Run 1, cell area per tile:
17 x 9 tiles, from white (low) to dark blue (high), 0 to 100% covered.
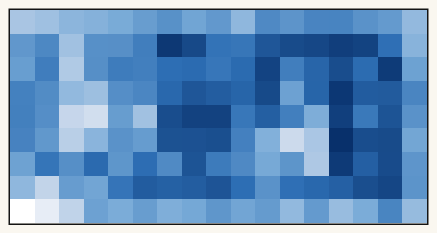
Run 1, cell placement:
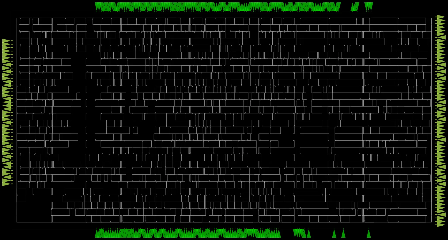
Run 1, where the registers sit:
Bar = 50 um. Other sequential cells in the stronger gray, the rest of the logic in the fainter gray.
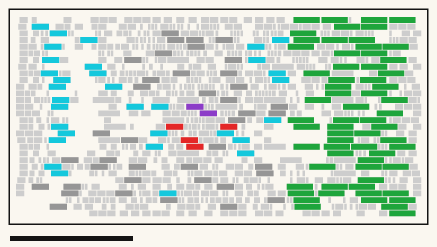
<file path="config.mk">
export PLATFORM = sky130hd
export DESIGN_NAME = mem_arbiter
export DESIGN_NICKNAME = d
export VERILOG_FILES = /design/src/rtl/mem_pkg.sv /design/src/rtl/mem_arb_pick.sv /design/src/rtl/mem_arbiter.sv
export SDC_FILE = /design/constraint.sdc
export NUM_CORES = 1
export LEC_CHECK = 0
export ABC_AREA = 1
export CAP_MARGIN = 10
export CORE_ASPECT_RATIO = 0.5
export CORE_MARGIN = 2
export CORE_UTILIZATION = 43
export DETAILED_ROUTE_END_ITERATION = 10
export GPL_TIMING_DRIVEN = 0
export PLACE_DENSITY = 0.83
export SLEW_MARGIN = 20
export SYNTH_ARGS = -nofsm -noshare
export SYNTH_HDL_FRONTEND = slang
export SYNTH_SLANG_ARGS = --single-unit
</file>
<file path="constraint.sdc">
create_clock -name clk -period 6.7 [get_ports clk]
set_input_delay 2.01 -clock clk [delete_from_list [all_inputs] [get_ports clk]]
set_output_delay 2.01 -clock clk [all_outputs]
set_load 0.01 [all_outputs]
</file>
<file path="src/rtl/mem_pkg.sv">
// Shared memory-interface constants: access modes, arbiter state encodings and requester indices.
// Mode constants are shared with the CPU controller's MemMode output.
package mem_pkg;

    localparam logic [1:0] MODE_WORD  = 2'b00;
    localparam logic [1:0] MODE_SBYTE = 2'b01;
    localparam logic [1:0] MODE_UBYTE = 2'b10;

    typedef enum logic [1:0] {
        ARB_IDLE   = 2'b00,
        ARB_ACCESS = 2'b01,
        ARB_DONE   = 2'b10
    } arb_state_t;

    localparam logic REQ_CPU = 1'b0;
    localparam logic REQ_DBG = 1'b1;

    // The reserved encoding 2'b11 is treated as a word access.
    function automatic logic [1:0] fold_mode(input logic [1:0] m);
        logic [1:0] r;
        case (m)
            MODE_SBYTE: r = MODE_SBYTE;
            MODE_UBYTE: r = MODE_UBYTE;
            default:    r = MODE_WORD;
        endcase
        return r;
    endfunction

endpackage

</file>
<file path="src/rtl/mem_arb_pick.sv">
// Grant decision between the CPU and debug requesters.
// With MEM_ARB_FAIR_EN defined, a CPU-streak counter lets a waiting debug port in after MAX_CPU_STREAK CPU grants.
module mem_arb_pick #(
    parameter int MAX_CPU_STREAK = 4
) (
    input  logic clk,
    input  logic reset,
    input  logic cpu_req,
    input  logic dbg_req,
    input  logic grant_en,
    output logic pick_dbg
);

`ifdef MEM_ARB_FAIR_EN
    localparam int SW = $clog2(MAX_CPU_STREAK + 1);
    localparam logic [SW-1:0] STREAK_MAX = SW'(MAX_CPU_STREAK);

    logic [SW-1:0] streak_q;
    logic [SW-1:0] streak_d;
    logic          starved;

    assign starved  = (streak_q == STREAK_MAX);
    assign pick_dbg = dbg_req && (!cpu_req || starved);

    // Only CPU grants that bypass a waiting debug request extend the streak.
    always_comb begin
        streak_d = streak_q;
        if (grant_en) begin
            if (!pick_dbg && dbg_req) begin
                streak_d = starved ? streak_q : streak_q + 1'b1;
            end else begin
                streak_d = '0;
            end
        end
    end

    always_ff @(posedge clk) begin
        if (reset) begin
            streak_q <= '0;
        end else begin
            streak_q <= streak_d;
        end
    end
`else
    logic unused_fair;

    assign unused_fair = clk ^ reset ^ grant_en ^ (MAX_CPU_STREAK > 0);
    assign pick_dbg    = dbg_req && !cpu_req;
`endif

endmodule

</file>
<file path="src/rtl/mem_arbiter.sv">
// Two-port arbiter for the unified instruction/data memory: CPU controller vs debug/program-loader port.
// Define MEM_ARB_FAIR_EN to bound CPU starvation of the debug port (see mem_arb_pick).
module mem_arbiter
    import mem_pkg::*;
#(
    parameter int AW             = 32,
    parameter int DW             = 32,
    parameter int WAIT_CYCLES    = 1,
    parameter int MAX_CPU_STREAK = 4
) (
    input  logic          clk,
    input  logic          reset,

    input  logic          cpu_req,
    input  logic          cpu_we,
    input  logic [1:0]    cpu_mode,
    input  logic [AW-1:0] cpu_addr,
    input  logic [DW-1:0] cpu_wdata,
    output logic          cpu_ready,
    output logic [DW-1:0] cpu_rdata,

    input  logic          dbg_req,
    input  logic          dbg_we,
    input  logic [1:0]    dbg_mode,
    input  logic [AW-1:0] dbg_addr,
    input  logic [DW-1:0] dbg_wdata,
    output logic          dbg_ready,
    output logic [DW-1:0] dbg_rdata,

    output logic          mem_en,
    output logic          mem_we,
    output logic [1:0]    mem_mode,
    output logic [AW-1:0] mem_addr,
    output logic [DW-1:0] mem_wdata,
    input  logic [DW-1:0] mem_rdata,

    output logic          busy,
    output logic          owner_dbg
);

    localparam int CW = 4;
    localparam logic [CW-1:0] CNT_LOAD = CW'(WAIT_CYCLES - 1);

    arb_state_t    state_q;
    logic [CW-1:0] cnt_q;
    logic          owner_q;
    logic          mem_en_q;
    logic          mem_we_q;
    logic [1:0]    mode_q;
    logic [AW-1:0] addr_q;
    logic [DW-1:0] wdata_q;
    logic          busy_q;
    logic [1:0]    ready_q;
    logic [DW-1:0] rdata_q [2];

    logic          grant_en;
    logic          pick_dbg;
    logic          we_d;
    logic [1:0]    mode_d;
    logic [AW-1:0] addr_d;
    logic [DW-1:0] wdata_d;

    assign grant_en = (state_q == ARB_IDLE) && (cpu_req || dbg_req);

    mem_arb_pick #(
        .MAX_CPU_STREAK (MAX_CPU_STREAK)
    ) u_pick (
        .clk      (clk),
        .reset    (reset),
        .cpu_req  (cpu_req),
        .dbg_req  (dbg_req),
        .grant_en (grant_en),
        .pick_dbg (pick_dbg)
    );

    always_comb begin
        we_d    = cpu_we;
        mode_d  = fold_mode(cpu_mode);
        addr_d  = cpu_addr;
        wdata_d = cpu_wdata;
        if (pick_dbg) begin
            we_d    = dbg_we;
            mode_d  = fold_mode(dbg_mode);
            addr_d  = dbg_addr;
            wdata_d = dbg_wdata;
        end
    end

    // Memory-side fields come only from the grant-time latches, so requester changes mid-access are ignored.
    always_ff @(posedge clk) begin
        if (reset) begin
            state_q          <= ARB_IDLE;
            cnt_q            <= '0;
            owner_q          <= REQ_CPU;
            mem_en_q         <= 1'b0;
            mem_we_q         <= 1'b0;
            mode_q           <= MODE_WORD;
            addr_q           <= '0;
            wdata_q          <= '0;
            busy_q           <= 1'b0;
            ready_q          <= '0;
            rdata_q[REQ_CPU] <= '0;
            rdata_q[REQ_DBG] <= '0;
        end else begin
            ready_q <= '0;
            case (state_q)
                ARB_IDLE: begin
                    if (grant_en) begin
                        owner_q  <= pick_dbg;
                        mem_en_q <= 1'b1;
                        mem_we_q <= we_d;
                        mode_q   <= mode_d;
                        addr_q   <= addr_d;
                        wdata_q  <= wdata_d;
                        busy_q   <= 1'b1;
                        cnt_q    <= CNT_LOAD;
                        state_q  <= ARB_ACCESS;
                    end
                end
                ARB_ACCESS: begin
                    if (cnt_q == '0) begin
                        if (!mem_we_q) begin
                            rdata_q[owner_q] <= mem_rdata;
                        end
                        ready_q[owner_q] <= 1'b1;
                        mem_en_q         <= 1'b0;
                        mem_we_q         <= 1'b0;
                        state_q          <= ARB_DONE;
                    end else begin
                        cnt_q <= cnt_q - 1'b1;
                    end
                end
                ARB_DONE: begin
                    busy_q  <= 1'b0;
                    state_q <= ARB_IDLE;
                end
                default: begin
                    state_q <= ARB_IDLE;
                end
            endcase
        end
    end

    assign cpu_ready = ready_q[REQ_CPU];
    assign dbg_ready = ready_q[REQ_DBG];
    assign cpu_rdata = rdata_q[REQ_CPU];
    assign dbg_rdata = rdata_q[REQ_DBG];
    assign mem_en    = mem_en_q;
    assign mem_we    = mem_we_q;
    assign mem_mode  = mode_q;
    assign mem_addr  = addr_q;
    assign mem_wdata = wdata_q;
    assign busy      = busy_q;
    assign owner_dbg = owner_q;

endmodule
</file>
==> CHANGELOG.md, run 1 <==
### Physical design

- RePlAce Congestion: 0.820
- Xor/xnor share: 0
- Worst setup EP type: primary output
- RSZ-0062 raised after global routing: false
- Final hold vios: 0
- Sw power: 0.734 mW
- Inverter count: 48
- Largest Register: rdata_q
- Top cells by count, synth: nand2_1 (162), nor2_1 (109), dfxtp_1 (78)
- Max-slew violations: 0
- AO/OA Area Share: 0.0850
- Crit path kind: reg -> out
- Well Taps: ~180
- PortBufs: around 300
- DIE HEIGHT: 87.1 um
- Critical path arrival: 1.42 ns
- Post-CTS Resized: 0
- Cell variety after synth: 27
- Worst vdd ir: 0.213 mV
- CTS Sinks: between 100 and 150
- Startpoint types: flip-flop
- Initial antenna violation count: 1
- Main logic family: simple AND/OR/NAND/NOR gates
- Yosys chip area: 5930 sq um
- Reg2Reg Capture Point: rdata_q[0][28]$_SDFFCE_PN0P_
- WHS Path Cells: 2
- Metal-1 WL: 7.05 mm
- Outcome: finished clean
- Most frequent logic cell in the layout: clkdlybuf4s50_1
- Largest cells by area: edfxtp_1 (32%), dfxtp_1 (26%), nand2_1 (10%), nor2_1 (6.9%), o211ai_1 (5.9%)
- Crit-path slowest cell: clkdlybuf4s50_1
- Synth area leader: edfxtp_1
- EDFF count, synth: 64
- Yosys adder share: 0.00422
- Largest register FFs: 64
- Final Critical Period: 3.43 ns
- GR Overflow Total: 0
- Basic Gates by Area: 0.249
- HP Start: mem_wdata[7]$_SDFFE_PP0P_
- Routed wire length: about 18 mm
- Largest class: flip-flops and latches
- PwrDens: 264 nW/um^2
- Log Warnings: 27
- Dpl ws: 2.85 ns
- R2r worst-path depth: 9
- Max clock buf depth: 2
- Crit path from: owner_dbg$_SDFFE_PP0P_
- PnR Total Power: 2.57 mW
- Slew @ Worst Pin: 0.770 ns
- Clock-cell share of area: 0.0563
- Reg clk slew, reported paths: 0.06 ns
- Yosys Warn Count: 0
- Worst setup endpoint: owner_dbg
- Headroom to the max-slew limit: 0.485
- Synth top area share: 0.324
- Met3 usage: 0.0513
- Comb area share: 0.206
- Leakage power: about 4.1 nW
- Area delta synth->final: 64.4%
- Met1 Use GR: 0.273
- Slowest stage delay, CP: 0.60 ns
- Crit path depth: 1
- Chip Width: 170 um
- Layout clock buffer count: 17
- GRT Max-Usage Layer: met2
- Cts hold-fix bufs: 0
- Starting DRT DRC Count: approximately 320
- Worst Hold Slack: around 0.45 ns
- Max-cap violations: 0
- Met2 wire length: a little under 9 mm
- Nonclk buf count: 341
- Clock Power Share: 0.341
- Synth Cell Area: slightly below 6000 sq um
- P_clk: 0.878 mW
- Fin worst setup slack: about 3.3 ns
- Worst min path class: reg -> reg
- Comb pwr share: 0.245
- Clock Latency Late Sink: 0.41 ns
- NonClk Buf Share: 0.339
- Final instance area: 9750 sq um
- Top Layout Cells: clkdlybuf4s50_1 (304), nand2_1 (160), nor2_1 (109)
- Skew final: 0.00880 ns
- WL per Instance: 15.2 um
- Fmax: between 200 and 300 MHz
- Vias in the first global route: 5,406
- Int Pwr: approximately 1.8 mW
- Max layer used: met4
- Hpwl dp: 13.4 mm
- Critical path cell sequence: clkdlybuf4s50_1
- Die ar.: approximately 15,000 sq um
- Pwr top: registers
- Root Driver: clkbuf_16
- Iteration tally of the first detailed-router pass: 5
- Multi-In Gates: roughly 420
- Final worst-path cycle share: 0.512
- # Cells Yosys: 644
- Share of layout cells above drive strength 1: 0.105
- Ys flop type: dfxtp_1
- R2R Setup Slk: 4.45 ns
- Crit path required time: 4.69 ns
- Endpoints failing setup: 0
- Mux cell area share: 0
- TritonCTS clock tree: yes
- Sequential share of the synthesized area: 0.587
- Post-DP Area: 9200 sq um
- Most common cell in the netlist: nand2_1
- Logic area: 2010 sq um
- Post-synthesis area per instance: between 9 and 10 sq um
- GR Util met2: 0.421
- Final #Nets: about 1,100
- Mapped Nets: 816
- Worst path buffer plus inverter count: 1
- Inserted Clock Buffers: 17
- Final cell count without fillers: 1,157
- Met3 Routed Length: 1.06 mm
- Placed cells: 1,124
- Ys flops: 142
- Post-Syn Instances: between 600 and 700
- Post-CTS setup buffers: 0
- Critical R2R Launch: cnt_q[0]$_SDFFE_PP0P_
- Vias per std cell: 4.73
- First-pass GRT wire length: 27.1 mm
- Sequential Power Share: 0.414
## Picture notes: 'cell area per tile'
mean over tiles = 64%
tiles over 75% full = 33%
nearly empty tiles = 0.70%
fullest tile = 100%

## Picture notes: 'cell placement'
FP Rows: 30
core area: 13,500 sq um
flop share of the area: 0.357

## Picture notes: 'where the registers sit'
cnt_q -> red  # placed flops 4, where middle
rdata_q -> green  # placed flops 64, where a column on the right
mem_wdata -> cyan  # placed flops 32
state_q -> purple  # placed flops 2
not colored = 40
sequential power: 1.06 mW
Seq. cell area: 3480 sq um
Util after Layout: 0.722

--- run 2 (diff from run 1) ---
- CORE_UTILIZATION: 43 -> 40
- PLACE_DENSITY: 0.83 -> 0.78
- clock period: 6.7 -> 3.47 ns (I/O delays scaled with it)
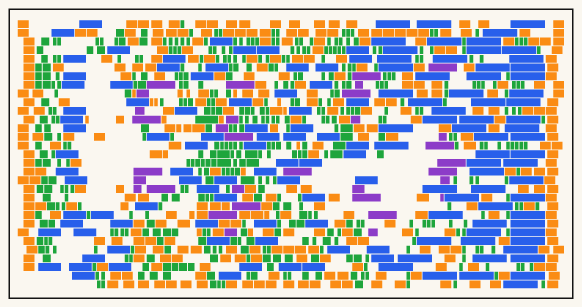
Run 2: placed cells, one color a class
remaining buffers and delay cells -> orange  # cells 341
clock drivers and dummy loads -> purple  # cells 32
registers -> blue  # cells 142
remaining logic cells -> green  # cells 465
FP Rows: 31
core area: 14,500 sq um
Util after Layout: 0.677
final instance area: 9790 sq um

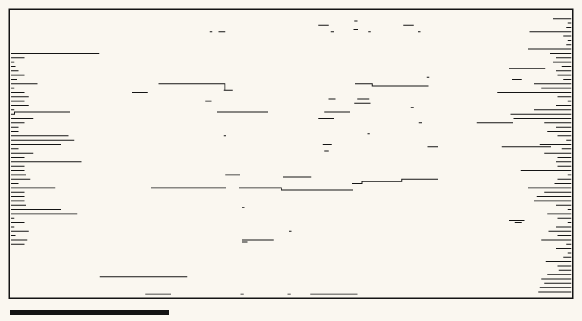
Run 2: signal wires on met3
Bar = 50 um.
nets with wire on the layer = 136
longest straight run = 27.4 um

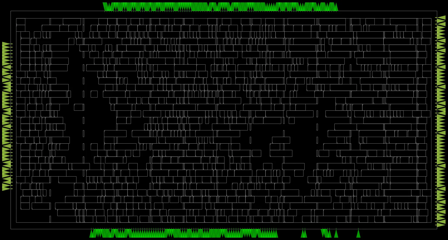
Run 2: cell placement
final cell count without fillers: 1,178
Fillers: 1,110
Well Taps: 198

==> CHANGELOG.md, run 2 <==
### Physical design

- EDFF count, synth: 64 (unchanged)
- Post-synthesis area per instance: 9.21 sq um (unchanged)
- Fmax: roughly 400 MHz
- Basic Gates by Area: 0.249 (unchanged)
- Reg2Reg Capture Point: rdata_q[1][4]$_SDFFCE_PN0P_ (was rdata_q[0][28]$_SDFFCE_PN0P_)
- Share of layout cells above drive strength 1: 0.105 (unchanged)
- Crit-path slowest cell: clkdlybuf4s50_1 (unchanged)
- Critical R2R Launch: cnt_q[0]$_SDFFE_PP0P_ (unchanged)
- Flop share of the area: 0.356 (was 0.357)
- Slowest stage delay, CP: 0.61 ns (was 0.60 ns)
- Nonclk buf count: 341 (unchanged)
- Comb pwr share: 0.244 (was 0.245)
- Top Layout Cells: clkdlybuf4s50_1 (304), nand2_1 (160), nor2_1 (109) (unchanged)
- Starting DRT DRC Count: 323 (was 324)
- Met2 wire length: 8.80 mm (was 8.86 mm)
- Worst min path class: reg -> reg (unchanged)
- Inverter count: 48 (unchanged)
- Ys flops: 142 (unchanged)
- RePlAce Congestion: 0.825 (was 0.820)
- PortBufs: 304 (unchanged)
- Clock Latency Late Sink: 0.42 ns (was 0.41 ns)
- Synth Cell Area: 5930 sq um (unchanged)
- Critical path arrival: 1.45 ns (was 1.42 ns)
- Max-cap violations: 0 (unchanged)
- Max-slew violations: 0 (unchanged)
- Worst setup EP type: primary output (unchanged)
- GR Util met2: 0.391 (was 0.421)
- Met3 usage: 0.0563 (was 0.0513)
- P_clk: 1.74 mW (was 0.878 mW)
- Post-CTS setup buffers: 0 (unchanged)
- # Cells Yosys: 644 (unchanged)
- Yosys Warn Count: 0 (unchanged)
- DIE HEIGHT: 90.1 um (was 87.1 um)
- Dpl ws: 0.579 ns (was 2.85 ns)
- Comb area share: 0.205 (was 0.206)
- Final hold vios: 0 (unchanged)
- Sequential power: 2.05 mW (was 1.06 mW)
- Clock-cell share of area: 0.0577 (was 0.0563)
- WHS Path Cells: 2 (unchanged)
- Most common cell in the netlist: nand2_1 (unchanged)
- Largest class: flip-flops and latches (unchanged)
- Layout clock buffer count: 17 (unchanged)
- Chip Width: 176 um (was 170 um)
- Pwr top: registers (unchanged)
- Critical path cell sequence: clkdlybuf4s50_1 (unchanged)
- PnR Total Power: 5.01 mW (was 2.57 mW)
- Inserted Clock Buffers: 17 (unchanged)
- Routed wire length: 17.5 mm (was 17.6 mm)
- Die ar.: 15,900 sq um (was 14,800 sq um)
- WL per Instance: 14.8 um (was 15.2 um)
- Initial antenna violation count: 0 (was 1)
- Yosys adder share: 0.00422 (unchanged)
- GRT Max-Usage Layer: met2 (unchanged)
- Most frequent logic cell in the layout: clkdlybuf4s50_1 (unchanged)
- Endpoints failing setup: 0 (unchanged)
- Crit path from: owner_dbg$_SDFFE_PP0P_ (unchanged)
- Headroom to the max-slew limit: 0.476 (was 0.485)
- Worst Hold Slack: 0.449 ns (was 0.450 ns)
- TritonCTS clock tree: yes (unchanged)
- Clock Power Share: 0.347 (was 0.341)
- Hpwl dp: 13.1 mm (was 13.4 mm)
- Met1 Use GR: 0.259 (was 0.273)
- Worst setup endpoint: owner_dbg (unchanged)
- Area delta synth->final: 65.1% (was 64.4%)
- AO/OA Area Share: 0.0850 (unchanged)
- RSZ-0062 raised after global routing: false (unchanged)
- Iteration tally of the first detailed-router pass: 5 (unchanged)
- First-pass GRT wire length: 27.4 mm (was 27.1 mm)
- Root Driver: clkbuf_16 (unchanged)
- Worst path buffer plus inverter count: 1 (unchanged)
- Leakage power: 4.14 nW (was 4.13 nW)
- Sw power: 1.44 mW (was 0.734 mW)
- Max layer used: met4 (unchanged)
- Int Pwr: 3.57 mW (was 1.84 mW)
- Outcome: finished clean (unchanged)
- HP Start: mem_addr[0]$_SDFFE_PP0P_ (was mem_wdata[7]$_SDFFE_PP0P_)
- Cts hold-fix bufs: 0 (unchanged)
- Vias in the first global route: 5,316 (was 5,406)
- Final Critical Period: 2.49 ns
- Cell variety after synth: 27 (unchanged)
- Yosys chip area: 5930 sq um (unchanged)
- Multi-In Gates: 417 (unchanged)
- Met3 Routed Length: 1.02 mm (was 1.06 mm)
- Startpoint types: flip-flop (unchanged)
- Seq. cell area: 3480 sq um (unchanged)
- Placed cells: 1,146 (was 1,124)
- Mux cell area share: 0 (unchanged)
- Top cells by count, synth: nand2_1 (162), nor2_1 (109), dfxtp_1 (78) (unchanged)
- Sequential share of the synthesized area: 0.587 (unchanged)
- GR Overflow Total: 0 (unchanged)
- R2r worst-path depth: 9 (unchanged)
- Synth area leader: edfxtp_1 (unchanged)
- Reg clk slew, reported paths: 0.06 ns (about the same)
- Xor/xnor share: 0 (unchanged)
- Logic area: 2010 sq um (unchanged)
Power figures rest on the tool's default switching activity, not on a simulated workload.
